==> config.mk <==
export PLATFORM = sky130hd
export DESIGN_NAME = serial_add_seq
export DESIGN_NICKNAME = d
export VERILOG_FILES = /design/src/rtl/serial_add_seq.sv
export SDC_FILE = /design/constraint.sdc
export NUM_CORES = 1
export LEC_CHECK = 0
export ABC_AREA = 1
export CORE_MARGIN = 8
export CORE_UTILIZATION = 29
export CTS_CLUSTER_SIZE = 25
export DETAILED_ROUTE_END_ITERATION = 6
export PLACE_DENSITY_LB_ADDON = 0.25
export SLEW_MARGIN = 25
export SYNTH_ARGS = -nofsm -noshare
export SYNTH_HDL_FRONTEND = slang
export SYNTH_SLANG_ARGS = --single-unit
==> constraint.sdc <==
create_clock -name clk -period 1.5 [get_ports clk]
set_clock_uncertainty 0.05 [all_clocks]
set_input_delay 0.45 -clock clk [delete_from_list [all_inputs] [get_ports clk]]
set_output_delay 0.45 -clock clk [all_outputs]
set_load 0.02 [all_outputs]
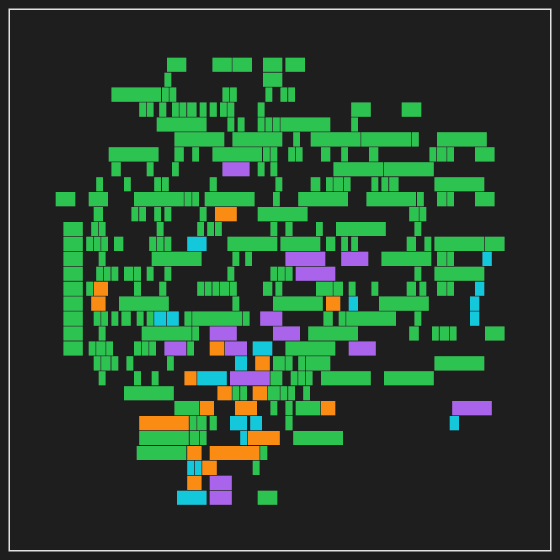
Figure 1: run 1, drive-strength map.
purple -> drive 6 and up  # cells 14, share 4.7%
cyan -> drive 2  # cells 18, share 6.0%
orange -> drive 3 to 4  # cells 18, share 6.0%
green -> drive 1 or less  # cells 251, share 83%
final instance area: 0.00263 mm^2
PnR worst setup slack: -0.0989 ns
area delta synth->final: 33.6%
nonclk buf count: 48

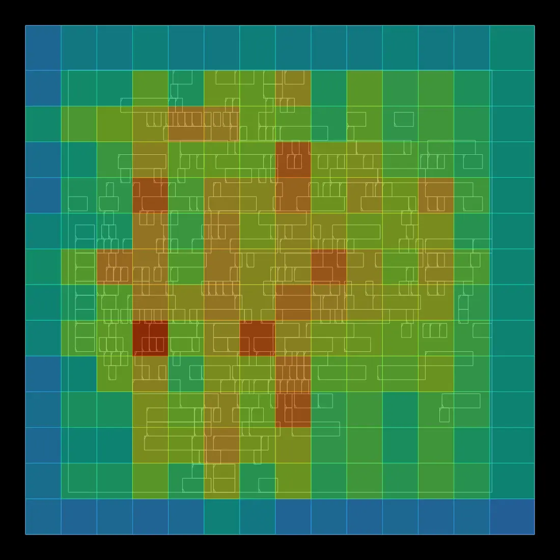
Figure 2: run 1, routing congestion map.
wire length per cell: 10.9 um
GRT met1 Usage: 11.3%
met3 Use GR: 3.20%
GRT Overall Usage: 9.25%

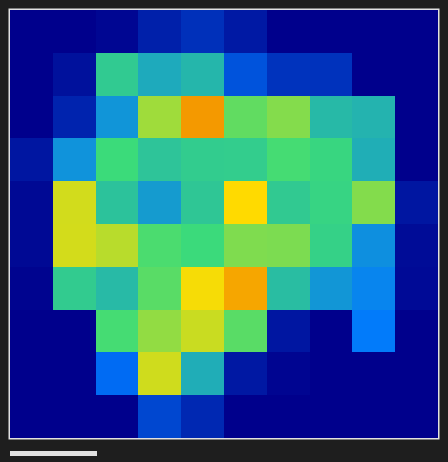
Figure 3: run 1, cell area per tile.
Bar = 20 um. 10 x 10 tiles, from dark blue (low) to red (high), 0 to 100% covered.
densest ninth of the die = middle
fullest tile = 83%
mean over tiles = 26%
emptiest ninth of the die = bottom right
tiles over 75% full = 3.0%
nearly empty tiles = 34%
post-layout util: 39.4%
floorplan core density: 29.5%
core box area: 0.00668 mm^2

==> CHANGELOG.md, run 1 <==
### Physical design

- Logic power comb: approximately 2.3 mW
- Status: finished with violations
- Worst path slowest cell: dfrtp_1
- Top power group: combinational logic
- Post-layout nets: roughly 330
- Failing checks: negative setup slack
- Most Used Layer, Global Route: met2
- DR iter-0 viols: roughly 63
- Pwr/cell area: between 1500 and 2000 mW/mm^2
- P_sw: 1.86 mW
- VDD IR max: a little over 0.6 mV
- Tapcell count: roughly 80
- Max-cap violation count: 0
- Clk latency late pin: approximately 0.29 ns
- Leak: approximately 1.4 nW
- Final Hold Fails: 0
- CP Buf/Inv Count: 2
- RSZ-0062 raised after global routing: true
- Hold Buf Count CTS: 0
- Simple share: 30.2%
- Clk buf depth: 2
- Via count: 1656
- Cell Int Power: ~2.7 mW
- Delay-heaviest family, CP: flip-flops
- Clock network fraction of total power: between 15 and 20%
- Worst hold slack: 0.0662 ns
- Finish-stage setup viols: 2
- Drt drc: 0
- CTS tree: built
- Final Slew Violations: 0
- Comb/total area: 34.5%
- Switching Fraction: roughly two fifths
- CTS root buf: clkbuf_8
- Setup Buffers After CTS: 0
- Ys Warns: 0
- PnR worst setup slack: -0.0989 ns
- Count leader, synth: nand2_1
- Logic family by area: simple AND/OR/NAND/NOR gates
- MI comb area: approximately 910 um^2
- GR Layer Usage met2: approximately 15%
run 1: layout by cell type, fill, tap and decap left out:
master	instances
nand2_1	113
dfrtp_1	39
inv_1	21
o21ai_0	20
clkdlybuf4s50_1	18
nor2_1	15
buf_4	11
nand3_1	9
clkdlybuf4s15_1	6
clkbuf_8	5
buf_6	5
clkbuf_2	4
inv_2	3
nand4_1	3
ha_1	3
buf_12	3
nand2_4	2
nand2_2	2
nand3_2	2
nor2_2	2
ha_4	2
ha_2	2
inv_4	1
o21ai_4	1
nand2_8	1
o21ai_1	1
o21ai_2	1
xnor2_1	1
fa_1	1
clkinvlp_4	1
clkinv_2	1
clkbuf_1	1
buf_2	1
## Run 2: what changed since run 1
==> constraint.sdc (replaced) <==
create_clock -name clk -period 1.5 [get_ports clk]
set_clock_uncertainty 0.05 [all_clocks]
set_input_delay 0.225 -clock clk [delete_from_list [all_inputs] [get_ports clk]]
set_output_delay 0.225 -clock clk [all_outputs]
set_load 0.02 [all_outputs]
==> CHANGELOG.md, run 2 <==
### Physical design

- Worst Hold Class: input pin to asynchronous set/reset pin
- Met3 Use GR: 3.63% (+0.43 points)
- Synth cell types: 21
- Simple share: 30.2% (unchanged)
- Die area: roughly 0.0097 mm^2
- Vias per inst: 4.32
- Storage cell area: 976 um^2
- Clk tree area frac: under 10%
- #MultiIn Comb: between 150 and 200
- Most Used Layer, Global Route: met2
- Comb/total area: 33.3% (-1.3 points)
- Tapcell count: 80 (unchanged)
- Final Power: approximately 4.3 mW
- Count leader, synth: nand2_1
- Finish-stage setup viols: 0 (-2)
- DR iter-0 viols: 111 (+76%)
- Routed wl met2: between 1.5 and 2 mm
- GRT met1 Usage: 11.2% (-0.023 points)
- Logic family by area: simple AND/OR/NAND/NOR gates
- Setup Buffers After CTS: 0 (unchanged)
- Final Slew Violations: 0 (unchanged)
- Area delta synth->final: 30.6%
- Status: finished clean
- Final instance area: 0.00257 mm^2 (-2.2%)
- Die Y-Extent: just under 100 um
- M1 WL: approximately 1.9 mm
- Clk latency late pin: 0.28 ns (about the same)
- GR Layer Usage met2: 15.6% (+0.99 points)
- Leak: 1.39 nW (+1.2%)
- Core box area: 0.00668 mm^2 (unchanged)
- CTS buffer count: 5
- Clk buf depth: 2 (unchanged)
- DRT antenna net count: 0
- Final HPWL DP: 2.96 mm
- Setup TNS: 0 ns
- Setup CP Type: register to output port
- Share of the yosys chip area belonging to registers: about 50%
- Setup crit start kind: register
- Die Wd: around 98 um
- CTS tree: built
- Final Hold Fails: 0 (unchanged)
- Gate Count Post-Synth: around 250
- Drt drc: 0 (unchanged)
- Pwr/cell area: 1690 mW/mm^2 (-2.2%)
- Floorplan core density: 29.5% (unchanged)
- Synth flops: 39
- Aoi share: a little over 6%
- Top Layout Cells: nand2_1, dfrtp_1, inv_1
- CTS root buf: clkbuf_8
- Adder Area Share: under 10%
- Netlist Area Pre-Place: 0.00197 mm^2
- Nonclk buf count: 48 (unchanged)
- Post-layout nets: 327 (-0.30%)
- VDD IR max: 0.496 mV (-18%)
- Top area cell types: dfrtp_1, nand2_1, o21ai_0
- Async SR Flop Fraction: 100%
- Most numerous logic cell after layout: nand2_1
- Area share, top type: 49.6%
- MI comb area: 856 um^2 (-5.8%)
- Initial antenna violation count: 0
- Commonest cells in the netlist: nand2_1, dfrtp_1, inv_1, o21ai_0, nor2_1
- CTS HTree Levels: 2
- PnR worst setup slack: 0.0794 ns (+0.178 ns)
- Clock transition at path regs: about 0.070 ns
- Ys Warns: 0 (unchanged)
- Worst hold slack: 0.392 ns (+0.326 ns)
- IO Port Bufs: 31
- DP Area: approximately 0.0025 mm^2
- Max-cap violation count: 0 (unchanged)
- Non-CTS inverters: 25
[run 2: cell counts after synthesis]
Identical to the previous run, type by type.
[run 2: where the power goes]
group	switching (mW)	total (mW)	internal [mW]	leakage [nW]
clock	0.358	0.682	0.325	0.0412
sequential	0.170	1.57	1.40	0.511
combinational	1.24	2.09	0.854	0.835
total	1.77	4.34	2.58	1.39
[run 2: what timing repair did]
item                                    CTS  global route
hold buffers                              1             0
gates resized                            17            10
endpoints found under the hold margin    39             0
gates cloned                              0             0
endpoints found under the setup margin   12            26
[run 2: critical path: stages (launching register included)]
cell and delay (ns):
dfrtp_1 0.36, inv_2 0.05, ha_1 0.29, buf_2 0.16
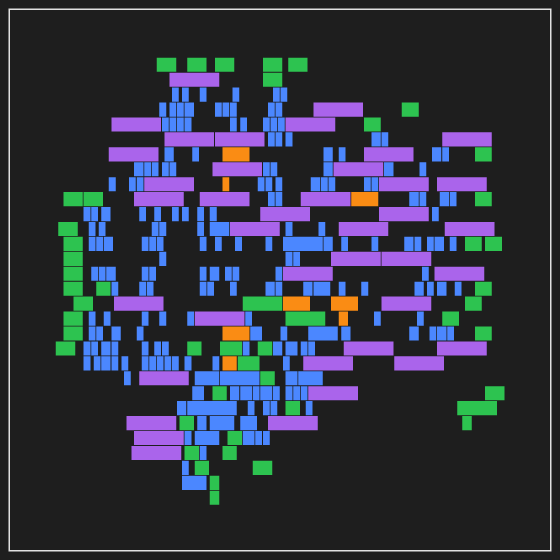
Figure 4: run 2, cells coloured by class.
green -> other buffers and delay cells  # cells 48
blue -> all other logic  # cells 205
purple -> flip-flops  # cells 39
orange -> clock drivers and dummy loads  # cells 8
post-layout util: 38.5%
# rows: 30

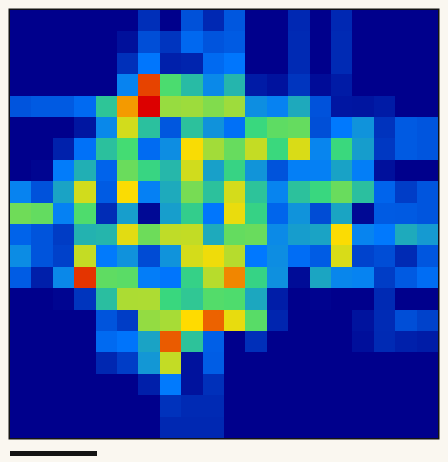
Figure 5: run 2, wiring heat map.
Bar = 20 um. 20 x 20 tiles, from dark blue (low) to red (high), scaled to the fullest tile. Values are wire area over tile area, all layers added.
emptiest ninth of the die = bottom right
fullest tile = 0.33
nearly empty tiles = 37%
GRT Overall Usage: 9.62%
wire length per cell: 10.8 um
via count: 1643
final WL: 4.09 mm

Power figures rest on the tool's default switching activity, not on a simulated workload.
